[config.mk]
export PLATFORM = sky130hd
export DESIGN_NAME = spi_slave_flat
export DESIGN_NICKNAME = d
export VERILOG_FILES = /design/src/rtl/spi_slave_pkg.sv /design/src/rtl/spi_slave_if.sv /design/src/rtl/spi_slave_sync_edge.sv /design/src/rtl/spi_slave.sv /design/src/flat_wrapper.sv
export SDC_FILE = /design/constraint.sdc
export NUM_CORES = 1
export LEC_CHECK = 0
export CELL_PAD_IN_SITES_DETAIL_PLACEMENT = 1
export CELL_PAD_IN_SITES_GLOBAL_PLACEMENT = 2
export CORE_ASPECT_RATIO = 0.6
export CORE_MARGIN = 3
export CORE_UTILIZATION = 30
export DETAILED_ROUTE_END_ITERATION = 10
export PLACE_DENSITY = 0.83
export SLEW_MARGIN = 40
export SYNTH_ARGS = -nofsm -noshare
export SYNTH_HDL_FRONTEND = slang
export SYNTH_SLANG_ARGS = --single-unit
[constraint.sdc]
create_clock -name i_clk -period 2.6 [get_ports i_clk]
set_clock_uncertainty 0.15 [all_clocks]
set_input_delay 0.52 -clock i_clk [delete_from_list [all_inputs] [get_ports i_clk]]
set_output_delay 0.52 -clock i_clk [all_outputs]
set_load 0.1 [all_outputs]
[src/rtl/spi_slave_pkg.sv]
// Shared constants for the 16-bit SPI responder: default frame geometry and FSM encodings.
// Latency: n/a (compile-time constants only).
// Backpressure: n/a.
package spi_slave_pkg;

    // Default frame length in bits (MSB first) and synchronizer depth.
    localparam int SPI_DATA_WIDTH  = 16;
    localparam int SPI_SYNC_STAGES = 2;

    // Responder FSM encodings, kept as plain vectors so older tools and
    // logic-analyser decoders see the same values.
    localparam logic [1:0] ST_IDLE    = 2'd0;
    localparam logic [1:0] ST_SHIFT   = 2'd1;
    localparam logic [1:0] ST_WAIT_CS = 2'd2;

    // The bit counter has one bit more than needed to address a frame bit,
    // so it can hold DATA_WIDTH itself without wrapping.
    function automatic int spi_cnt_width(input int width);
        return $clog2(width) + 1;
    endfunction

endpackage

[src/rtl/spi_slave_if.sv]
// Bundle of SPI pins plus the application-side word/handshake for the SPI responder.
// Latency: n/a (wiring only).
// Backpressure: none; the application must sample data_rx on the transfer_done pulse.
//
// Signals:
//   sclk, cs, mosi, miso       - board pins (mode 0, cs active-low)
//   data_to_tx                 - word returned to the master, captured on cs fall
//   data_rx                    - last complete received word
//   transfer_done / frame_error - one-cycle pulses; transfer_busy - frame active
interface spi_slave_if import spi_slave_pkg::*; #(
    parameter int DATA_WIDTH = SPI_DATA_WIDTH
) ();

    logic                  sclk;
    logic                  cs;
    logic                  mosi;
    logic                  miso;
    logic [DATA_WIDTH-1:0] data_to_tx;
    logic [DATA_WIDTH-1:0] data_rx;
    logic                  transfer_done;
    logic                  transfer_busy;
    logic                  frame_error;

    modport slave (
        input  sclk, cs, mosi, data_to_tx,
        output miso, data_rx, transfer_done, transfer_busy, frame_error
    );

    modport master (
        output sclk, cs, mosi, data_to_tx,
        input  miso, data_rx, transfer_done, transfer_busy, frame_error
    );

endinterface

[src/rtl/spi_slave_sync_edge.sv]
// Multi-flop synchronizer for an asynchronous pin with registered rise/fall pulses.
// Latency: a pin edge shows up as a one-cycle pulse STAGES clocks later.
// Backpressure: none; pulses are emitted unconditionally.
//
// Ports:
//   i_clk, i_reset  - system clock, synchronous active-high reset
//   i_pin           - asynchronous input
//   o_rise, o_fall  - one-cycle edge pulses in the i_clk domain
module spi_slave_sync_edge #(
    parameter int   STAGES  = 2,
    parameter logic RST_VAL = 1'b0
) (
    input  logic i_clk,
    input  logic i_reset,
    input  logic i_pin,
    output logic o_rise,
    output logic o_fall
);

    logic [STAGES-1:0] r_sync;
    logic [STAGES-1:0] r_fill;
    logic              r_rise;
    logic              r_fall;

    logic w_prev;
    logic w_next;
    logic w_armed;

    // Edge detection compares the last two synchronizer flops, so the pulse
    // register lands in the same cycle the last flop takes the new level.
    assign w_prev  = r_sync[STAGES-1];
    assign w_next  = r_sync[STAGES-2];

    // Pulses are held off until the chain has been flushed with real pin
    // samples after reset; otherwise the step from RST_VAL to a pin that was
    // already at the other level (e.g. cs held low across reset) would be
    // reported as an edge.
    assign w_armed = r_fill[STAGES-1];

    always_ff @(posedge i_clk) begin
        if (i_reset) begin
            r_sync <= {STAGES{RST_VAL}};
            r_fill <= '0;
            r_rise <= 1'b0;
            r_fall <= 1'b0;
        end else begin
            r_sync <= {r_sync[STAGES-2:0], i_pin};
            r_fill <= {r_fill[STAGES-2:0], 1'b1};
            r_rise <= w_armed &  w_next & ~w_prev;
            r_fall <= w_armed & ~w_next &  w_prev;
        end
    end

    assign o_rise = r_rise;
    assign o_fall = r_fall;

endmodule

[src/rtl/spi_slave.sv]
// SPI mode-0 responder: shifts in a DATA_WIDTH-bit frame on MOSI while returning a preloaded word on MISO.
// Latency: SYNC_STAGES+1 clocks from any pin edge to its registered effect (3 at default).
// Backpressure: none; data_rx is valid on the transfer_done pulse and held until the next complete frame.
//
// Ports:
//   i_clk    - system clock (24 MHz); all logic, including SPI sampling, runs on it
//   i_reset  - synchronous, active-high
//   io_bus   - spi_slave_if.slave: pins sclk/cs/mosi/miso and data_to_tx/data_rx,
//              transfer_done, transfer_busy, frame_error
module spi_slave import spi_slave_pkg::*; #(
    parameter int DATA_WIDTH  = SPI_DATA_WIDTH,
    parameter int SYNC_STAGES = SPI_SYNC_STAGES
) (
    input  logic           i_clk,
    input  logic           i_reset,
    spi_slave_if.slave     io_bus
);

    localparam int                CNT_W    = spi_cnt_width(DATA_WIDTH);
    localparam logic [CNT_W-1:0]  LAST_BIT = CNT_W'(DATA_WIDTH - 1);

    // ------------------------------------------------------------------
    // Pin synchronization
    // ------------------------------------------------------------------
    logic w_sclk_rise;
    logic w_sclk_fall;
    logic w_cs_rise;
    logic w_cs_fall;
    logic w_mosi;

    spi_slave_sync_edge #(
        .STAGES  (SYNC_STAGES),
        .RST_VAL (1'b0)
    ) u_sync_sclk (
        .i_clk   (i_clk),
        .i_reset (i_reset),
        .i_pin   (io_bus.sclk),
        .o_rise  (w_sclk_rise),
        .o_fall  (w_sclk_fall)
    );

    spi_slave_sync_edge #(
        .STAGES  (SYNC_STAGES),
        .RST_VAL (1'b1)
    ) u_sync_cs (
        .i_clk   (i_clk),
        .i_reset (i_reset),
        .i_pin   (io_bus.cs),
        .o_rise  (w_cs_rise),
        .o_fall  (w_cs_fall)
    );

    // MOSI only needs its level. Taking it from the last flop of an
    // equally deep chain lines it up with the sclk rise pulse, which is
    // derived from the second-to-last sclk flop one cycle earlier.
    logic [SYNC_STAGES-1:0] r_mosi_sync;

    always_ff @(posedge i_clk) begin
        if (i_reset) begin
            r_mosi_sync <= '0;
        end else begin
            r_mosi_sync <= {r_mosi_sync[SYNC_STAGES-2:0], io_bus.mosi};
        end
    end

    assign w_mosi = r_mosi_sync[SYNC_STAGES-1];

    // ------------------------------------------------------------------
    // Frame FSM
    // ------------------------------------------------------------------
    logic [1:0]            r_state;
    logic [CNT_W-1:0]      r_bit_cnt;
    logic [DATA_WIDTH-1:0] r_tx_shift;
    logic [DATA_WIDTH-2:0] r_rx_shift;
    logic [DATA_WIDTH-1:0] r_data_rx;
    logic                  r_done;
    logic                  r_busy;
    logic                  r_err;

    always_ff @(posedge i_clk) begin
        if (i_reset) begin
            r_state    <= ST_IDLE;
            r_bit_cnt  <= '0;
            r_tx_shift <= '0;
            r_rx_shift <= '0;
            r_data_rx  <= '0;
            r_done     <= 1'b0;
            r_busy     <= 1'b0;
            r_err      <= 1'b0;
        end else begin
            r_done <= 1'b0;
            r_err  <= 1'b0;

            case (r_state)
                ST_IDLE: begin
                    if (w_cs_fall) begin
                        // MISO is the MSB of the tx register, so loading it
                        // presents the first bit before the first sclk rise.
                        r_tx_shift <= io_bus.data_to_tx;
                        r_bit_cnt  <= '0;
                        r_busy     <= 1'b1;
                        r_state    <= ST_SHIFT;
                    end
                end

                ST_SHIFT: begin
                    // A cs release takes priority over any sclk edge seen
                    // in the same cycle.
                    if (w_cs_rise) begin
                        r_err      <= 1'b1;
                        r_busy     <= 1'b0;
                        r_tx_shift <= '0;
                        r_state    <= ST_IDLE;
                    end else if (w_sclk_rise) begin
                        r_rx_shift <= {r_rx_shift[DATA_WIDTH-3:0], w_mosi};
                        r_bit_cnt  <= r_bit_cnt + 1'b1;
                        if (r_bit_cnt == LAST_BIT) begin
                            r_data_rx  <= {r_rx_shift, w_mosi};
                            r_done     <= 1'b1;
                            r_tx_shift <= '0;
                            r_state    <= ST_WAIT_CS;
                        end
                    end else if (w_sclk_fall && (r_bit_cnt != '0)) begin
                        // Falls only follow a rise in mode 0; the count guard
                        // keeps a stray fall from skipping the MSB.
                        r_tx_shift <= {r_tx_shift[DATA_WIDTH-2:0], 1'b0};
                    end
                end

                ST_WAIT_CS: begin
                    // Extra clocks from the master are ignored and MISO is
                    // held low until the frame is closed.
                    r_tx_shift <= '0;
                    if (w_cs_rise) begin
                        r_busy  <= 1'b0;
                        r_state <= ST_IDLE;
                    end
                end

                default: begin
                    r_tx_shift <= '0;
                    r_busy     <= 1'b0;
                    r_state    <= ST_IDLE;
                end
            endcase
        end
    end

    assign io_bus.miso          = r_tx_shift[DATA_WIDTH-1];
    assign io_bus.data_rx       = r_data_rx;
    assign io_bus.transfer_done = r_done;
    assign io_bus.transfer_busy = r_busy;
    assign io_bus.frame_error   = r_err;

endmodule

[src/flat_wrapper.sv]
// flat-port wrapper written by rule: the top's interface ports become plain ports
module spi_slave_flat import spi_slave_pkg::*;
#(
    parameter int DATA_WIDTH  = SPI_DATA_WIDTH,
    parameter int SYNC_STAGES = SPI_SYNC_STAGES
)
  (i_clk, i_reset, io_bus_sclk, io_bus_cs, io_bus_mosi, io_bus_data_to_tx, io_bus_miso, io_bus_data_rx, io_bus_transfer_done, io_bus_transfer_busy, io_bus_frame_error);
  spi_slave_if #(.DATA_WIDTH(DATA_WIDTH)) io_bus_i ();
  input  logic i_clk;
  input  logic i_reset;
  input wire logic [$bits(io_bus_i.sclk)-1:0] io_bus_sclk;
  input wire logic [$bits(io_bus_i.cs)-1:0] io_bus_cs;
  input wire logic [$bits(io_bus_i.mosi)-1:0] io_bus_mosi;
  input wire logic [$bits(io_bus_i.data_to_tx)-1:0] io_bus_data_to_tx;
  output wire logic [$bits(io_bus_i.miso)-1:0] io_bus_miso;
  output wire logic [$bits(io_bus_i.data_rx)-1:0] io_bus_data_rx;
  output wire logic [$bits(io_bus_i.transfer_done)-1:0] io_bus_transfer_done;
  output wire logic [$bits(io_bus_i.transfer_busy)-1:0] io_bus_transfer_busy;
  output wire logic [$bits(io_bus_i.frame_error)-1:0] io_bus_frame_error;
  assign io_bus_i.sclk = io_bus_sclk;
  assign io_bus_i.cs = io_bus_cs;
  assign io_bus_i.mosi = io_bus_mosi;
  assign io_bus_i.data_to_tx = io_bus_data_to_tx;
  assign io_bus_miso = io_bus_i.miso;
  assign io_bus_data_rx = io_bus_i.data_rx;
  assign io_bus_transfer_done = io_bus_i.transfer_done;
  assign io_bus_transfer_busy = io_bus_i.transfer_busy;
  assign io_bus_frame_error = io_bus_i.frame_error;
  spi_slave #(.DATA_WIDTH(DATA_WIDTH), .SYNC_STAGES(SYNC_STAGES)) u_core (.i_clk(i_clk), .i_reset(i_reset), .io_bus(io_bus_i));
endmodule
**Local utilization**

Drawn at 4 px/um. The die is cut into 13 by 8 equal tiles; white is low, dark blue is high, 0 to 100% covered.
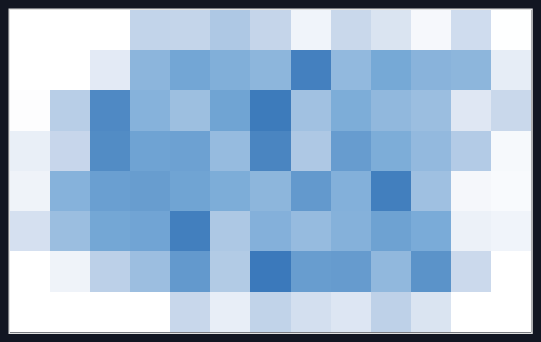
mean over tiles: 32%
fullest tile: 70%
nearly empty tiles: 14%
densest ninth of the die: centre

==> impl_metrics.json <==
{
  "clock.latency.late_pin_ns": 0.33,
  "grt_pass1_wl_um": 11800,
  "critPathTopFamily": "AND-OR/OR-AND gates",
  "h_tree_levels": 3,
  "synth-seq-cells": 69,
  "postPlaceCellArea_um2": 3230,
  "drcViolationCount": 0,
  "crit_buf_inv": 1,
  "rrSetupSlack_ns": 0.39,
  "cp.required_ns": 2.63,
  "nonClkBufAreaFrac_pct": 11.8,
  "top_cells_by_count": "sky130_fd_sc_hd__dfxtp_1, sky130_fd_sc_hd__nand2_1, sky130_fd_sc_hd__a21oi_1",
  "combGateArea_um2": 1260,
  "critical-path-slowest-cell": "sky130_fd_sc_hd__a221o_1",
  "maxPowerGroup": "clock",
  "timing_worst_slew_pin_value_ns": 0.727,
  "viasPerCell": 4.95,
  "register_area_um2": 1380,
  "power.density_cell_area_nw_per_um2": 674,
  "cts-hold-fix-buffers": 0,
  "cp_cell_sequence": "ha_1, and3_1, ha_1, a221o_1, buf_4, a21oi_1, a311oi_2",
  "row_count": 26,
  "status": "completed",
  "pwr.group.combinational_mw": 0.125,
  "fillerInstances": 1016,
  "slew_headroom_pct": 51.5,
  "hold_end": "u_core.u_sync_cs.o_rise"
}
**Metal 3**

Drawn at 4 px/um.
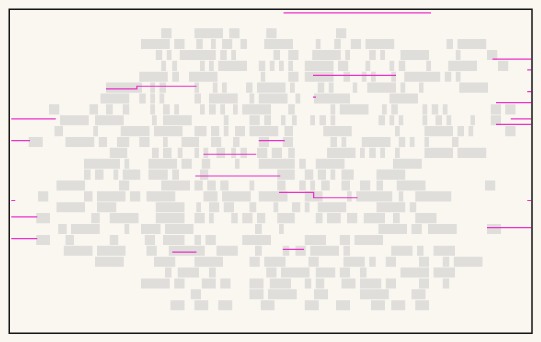
main direction: horizontal
wire length on this layer: 224 um
nets with wire on the layer: 17

-- per-layer routing --
| layer | GRT usage [%] | vias up | share of wire, % |
|---|---|---|---|
| met5 | 0 | - | 0 |
| met3 | 4.45 | 8 | 3.3 |
| li1 | - | 1151 | - |
| met2 | 20.9 | 27 | 44 |
| met4 | 5.85 | 0 | 1.5 |
| met1 | 19.8 | 1103 | 52 |
-- worst max-delay path by stage --
stage | start | endpoint | cells past startpoint
after floorplan | u_core.r_bit_cnt[0] | u_core.r_tx_shift[15] | 7
after global placement | u_core.r_bit_cnt[0] | u_core.r_tx_shift[1] | 7
after detailed placement | u_core.r_bit_cnt[0] | u_core.r_tx_shift[7] | 7
after CTS | u_core.r_bit_cnt[0] | u_core.r_tx_shift[2] | 7
after global routing | u_core.r_state[1] | u_core.io_bus.data_rx[5] | 6
final | u_core.r_bit_cnt[0] | u_core.r_tx_shift[2] | 7
-- cell families (layout without fill, tap and decap cells) --
logic type / count (synthesis) / in the layout / share of synthesized area [%]
adders and majority gates: 6 / 6 / 2.70
and+or+nand+nor: 108 / 108 / 18.2
AOI/OAI and AO/OA: 94 / 94 / 24.3
DFF: 69 / 69 / 49.6
buffers and inverters: 32 / 73 / 5.17
-- sequential cells by signal, summed over array words and instances, names as in the netlist, 2 cells and up --
| register | flops |
|---|---|
| u_core.r_state | 2 |
| u_core.u_sync_sclk.r_sync | 2 |
| u_core.u_sync_cs.r_sync | 2 |
| u_core.r_tx_shift | 16 |
| u_core.io_bus.data_rx | 16 |
| u_core.u_sync_sclk.r_fill | 2 |
| u_core.r_rx_shift | 15 |
| u_core.r_mosi_sync | 2 |
| u_core.r_bit_cnt | 5 |
